### src/rtl/fetch_issue_unit.sv
// Instruction fetch/issue stage: PC, single-outstanding imem handshake, one-entry skid buffer, IF/ID register.
// Optional `PERF_COUNTERS_EN adds saturating fetchCount / discardCount outputs.
module fetch_issue_unit #(
  parameter int          WIDTH       = 32,
  parameter int          OPCODEWIDTH = 4,
  parameter int          ADDRWIDTH   = 16,
  parameter int unsigned RESETPC     = 0
) (
  input  logic                   clk,
  input  logic                   reset,
  output logic                   imemReqF,
  output logic [ADDRWIDTH-1:0]   imemAddrF,
  input  logic [WIDTH-1:0]       imemDataF,
  input  logic                   imemValidF,
  input  logic                   stallD,
  input  logic                   branchTakenE,
  input  logic [ADDRWIDTH-1:0]   branchTargetE,
  output logic [WIDTH-1:0]       instrD,
  output logic [ADDRWIDTH-1:0]   pcD,
  output logic [OPCODEWIDTH-1:0] opcodeD,
  output logic                   validD
`ifdef PERF_COUNTERS_EN
  ,
  output logic [31:0]            fetchCount,
  output logic [31:0]            discardCount
`endif
);

  typedef enum logic [1:0] {S_FETCH, S_WAIT, S_HOLD, S_DRAIN} state_t;

  state_t               state, state_n;
  logic [ADDRWIDTH-1:0] pcF, pc_n;
  logic [WIDTH-1:0]     buf_instr;
  logic [ADDRWIDTH-1:0] buf_pc;
  logic                 load, to_buf, drop;
  logic [WIDTH-1:0]     load_instr;
  logic [ADDRWIDTH-1:0] load_pc;

  // Request is masked while reset is held so the strobe reads 0 in reset.
  assign imemReqF  = (state == S_FETCH) && !reset;
  assign imemAddrF = pcF;
  assign opcodeD   = validD ? instrD[WIDTH-1 -: OPCODEWIDTH] : '0;

  always_comb begin
    // NOTE: every signal gets a default first so no path can infer a latch.
    state_n    = state;
    pc_n       = pcF;
    load       = 1'b0;
    to_buf     = 1'b0;
    drop       = 1'b0;
    load_instr = imemDataF;
    load_pc    = pcF;
    if (branchTakenE) begin
      pc_n = branchTargetE;
      unique case (state)
        S_FETCH: state_n = S_DRAIN;
        S_HOLD: begin
          state_n = S_FETCH;
          drop    = 1'b1;
        end
        // The in-flight word may land in the redirect cycle itself; retire it here.
        default: begin
          state_n = imemValidF ? S_FETCH : S_DRAIN;
          drop    = imemValidF;
        end
      endcase
    end else begin
      unique case (state)
        S_FETCH: state_n = S_WAIT;
        S_WAIT: begin
          if (imemValidF && !stallD) begin
            load    = 1'b1;
            pc_n    = pcF + 1'b1;
            state_n = S_FETCH;
          end else if (imemValidF) begin
            to_buf  = 1'b1;
            state_n = S_HOLD;
          end
        end
        S_HOLD: begin
          if (!stallD) begin
            load       = 1'b1;
            load_instr = buf_instr;
            load_pc    = buf_pc;
            pc_n       = pcF + 1'b1;
            state_n    = S_FETCH;
          end
        end
        S_DRAIN: begin
          if (imemValidF) begin
            drop    = 1'b1;
            state_n = S_FETCH;
          end
        end
        default: state_n = S_FETCH;
      endcase
    end
  end

  // NOTE: sequential state uses non-blocking assignments so all registers update from pre-edge values.
  always_ff @(posedge clk or posedge reset) begin
    if (reset) begin
      state <= S_FETCH;
      pcF   <= ADDRWIDTH'(RESETPC);
    end else begin
      state <= state_n;
      pcF   <= pc_n;
    end
  end

  // NOTE: the skid buffer is a single register, so it is reset rather than left as uninitialised storage.
  always_ff @(posedge clk or posedge reset) begin
    if (reset) begin
      buf_instr <= '0;
      buf_pc    <= '0;
    end else if (to_buf) begin
      buf_instr <= imemDataF;
      buf_pc    <= pcF;
    end else if (branchTakenE && state == S_HOLD) begin
      buf_instr <= '0;
      buf_pc    <= '0;
    end
  end

  always_ff @(posedge clk or posedge reset) begin
    if (reset) begin
      instrD <= '0;
      pcD    <= '0;
      validD <= 1'b0;
    end else if (branchTakenE) begin
      validD <= 1'b0;
    end else if (load) begin
      instrD <= load_instr;
      pcD    <= load_pc;
      validD <= 1'b1;
    end else if (!stallD) begin
      validD <= 1'b0;
    end
  end

`ifdef PERF_COUNTERS_EN
  always_ff @(posedge clk or posedge reset) begin
    if (reset) begin
      fetchCount   <= '0;
      discardCount <= '0;
    end else begin
      if (load && fetchCount != '1)   fetchCount   <= fetchCount + 1'b1;
      if (drop && discardCount != '1) discardCount <= discardCount + 1'b1;
    end
  end
`endif

endmodule

### config.mk
export PLATFORM = sky130hd
export DESIGN_NAME = fetch_issue_unit
export DESIGN_NICKNAME = d
export VERILOG_FILES = /design/src/rtl/fetch_issue_unit.sv
export SDC_FILE = /design/constraint.sdc
export NUM_CORES = 1
export LEC_CHECK = 0
export CAP_MARGIN = 10
export CORE_UTILIZATION = 37
export CTS_CLUSTER_DIAMETER = 50
export CTS_CLUSTER_SIZE = 25
export DETAILED_ROUTE_END_ITERATION = 10
export PLACE_DENSITY_LB_ADDON = 0.15
export RECOVER_POWER = 100
export SYNTH_ARGS = -nofsm -noshare
export SYNTH_HDL_FRONTEND = slang
export SYNTH_SLANG_ARGS = --single-unit
### constraint.sdc
create_clock -name clk -period 4.09 [get_ports clk]
set_input_delay 0.818 -clock clk [delete_from_list [all_inputs] [get_ports clk]]
set_output_delay 0.818 -clock clk [all_outputs]
set_load 0.005 [all_outputs]
==> GITHUB_STEP_SUMMARY <==
### Metrics collected by this job

| Metric | Value |
|---|---|
| Cell repeated most along the worst path | `dlygate4sd3_1` |
| CLK BUF | `21` |
| Post-DRT Antenna Nets | `0` |
| Via count | `3864` |
| Async S/R FF share, synth | `1.00` |
| Most common cell in the netlist | `dfrtp_1` |
| Detailed route wirelength on metal3 | `686 um` |
| Max Root-Sink Buffers | `2` |
| Overall routing resource usage | `0.176` |
| DPL Wire Length | `7440 um` |
| Worst hold path class | `reg -> reg` |
| Late-Pin Clk Latency | `0.41 ns` |
| CP startpoint kind | `input pin` |
| Vias in the first global route | `3715` |
| Post-synth EDFFs | `0` |
| Pwr top | `registers` |
| Worst path required time | `3.27 ns` |
| Layout cell share with drive strength beyond 1 | `0.0703` |
| Crit path from | `reset` |
| Synth area leader | `dfrtp_1` |
| Sequential Power Share | `0.398` |
| CP max FO | `2` |
| Core area | `13400 um2` |
| Clock slew at reported path FFs | `0.05 ns` |
| Ys Warns | `0` |
| WL/cell | `15.8 um` |
| Max-area cell share | `0.559` |
| XORs/XNORs by Area | `0.0119` |
| Max Clk Rate | `348 MHz` |
| Registers | `115` |
| First-pass GRT wire length | `19700 um` |
| Total wire length | `12000 um` |
| Unique cell types | `38` |
| CTS H-Tree Depth | `4` |
| Sequential share of cell area | `0.409` |
| Post-synth regs | `115` |
| Most numerous logic cell after layout | `dfrtp_1` |
| Mux share | `0.106` |
| Failing checks | `capacitance limit, slew limit` |
| Final Hold Fails | `0` |
| Placed Area | `6490 um2` |
| Aoi share | `0.159` |
| Clock-cell share | `0.0836` |
| Remaining global-route overflow | `0` |
| Clk root buf | `clkbuf_16` |
| Status | `finished, violations left` |
| Period utilization | `0.703` |
| Total power | `4.71 mW` |
| Chip Height | `120 um` |
| Post-layout util | `0.525` |
| Storage cell area | `2880 um2` |
| Clk_skew | `0.00649 ns` |
| Main logic family | `AND-OR/OR-AND gates` |
| Max Cap Viol | `1` |
| Comb_multi_in | `304` |
| Syn Nets | `518` |
| Routed vias/inst | `5.09` |
| Crit-path slowest cell | `dlygate4sd3_1` |
| Final setup fails | `0` |
| Num CTS Buffers | `17` |
| Cell Chain, Critical Path | `dlygate4sd3_1 > nor2b_1 > dlygate4sd3_1` |
| Final worst path period need | `2.87 ns` |
| P_seq | `1.87 mW` |
| Logic share of the area | `0.293` |
| Unrepaired setup endpoints after global routing | `false` |
| Mapped cell area | `5150 um2` |
| Slew Limit Fails | `78` |
| Setup tns final | `0 ns` |
| Synthesized area per cell | `11.2 um2` |
| Critical path's largest stage delay | `0.57 ns` |
| Combinational Power | `1.38 mW` |
| Clock Power Share | `0.309` |
| Top cells by area | `dfrtp_1, mux2i_1, a22o_1` |
| # Cells Yosys | `460` |
| CP Depth | `3` |
| Simple share | `0.113` |
| Logic area | `2060 um2` |
| Internal cell power | `3.32 mW` |
| Diodes inserted | `0` |
| Chip Area, Yosys | `5150 um2` |
| Combinational Power Share | `0.293` |
Fig. 1: close-up of the layout
Window x 17 to 42, y 77 to 102 um. Cells in grey, sequential cells in the stronger grey; small squares are vias.
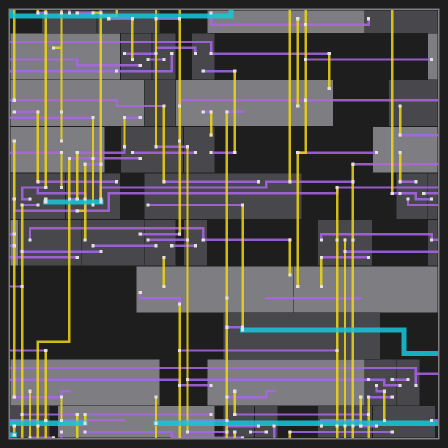
M2: shown in yellow. M3: shown in cyan. M1: shown in purple.
33 logic cells have their middle in the window. Most frequent: dfrtp_1 (9), o21ai_0 (6), nand2_1 (5). Netlist names of flops here include `buf_pc` (4), `pcD` (4). Sequential cells in the window: 9.

Fig. 2: routing congestion
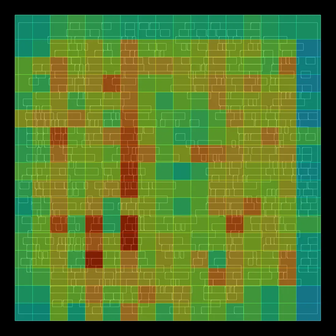
grt met3 use: 0.0490
met2 usage: 0.256
GR peak layer: met2

Fig. 3: cells coloured by class
Drawn at 3 px/um.
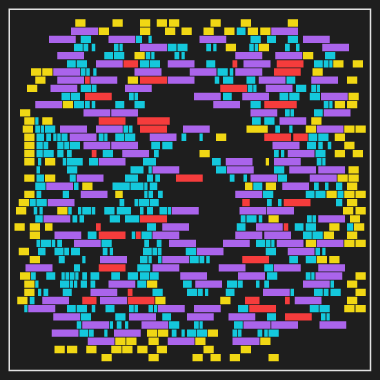
clock drivers and dummy loads: shown in red, cells 32, share of their area 8.6%. remaining logic cells: shown in cyan, cells 309, share of their area 31%. registers: shown in purple, cells 115, share of their area 42%. remaining buffers and delay cells: shown in yellow, cells 127, share of their area 19%.

Fig. 4: sizing map
Drawn at 3 px/um.
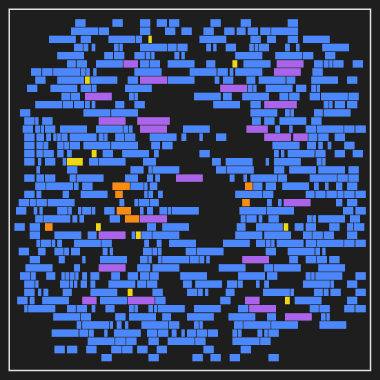
x6 and larger: shown in purple, cells 24, share 4.1%. x3 and x4: shown in orange, cells 7, share 1.2%. x1 and smaller: shown in blue, cells 542, share 93%. x2: shown in yellow, cells 10, share 1.7%.
finished layout cell area: 7030 um2
bufs w/o clock: 127
Layout area overhead: 36.6%

Power is estimated from default activity; no workload was simulated.
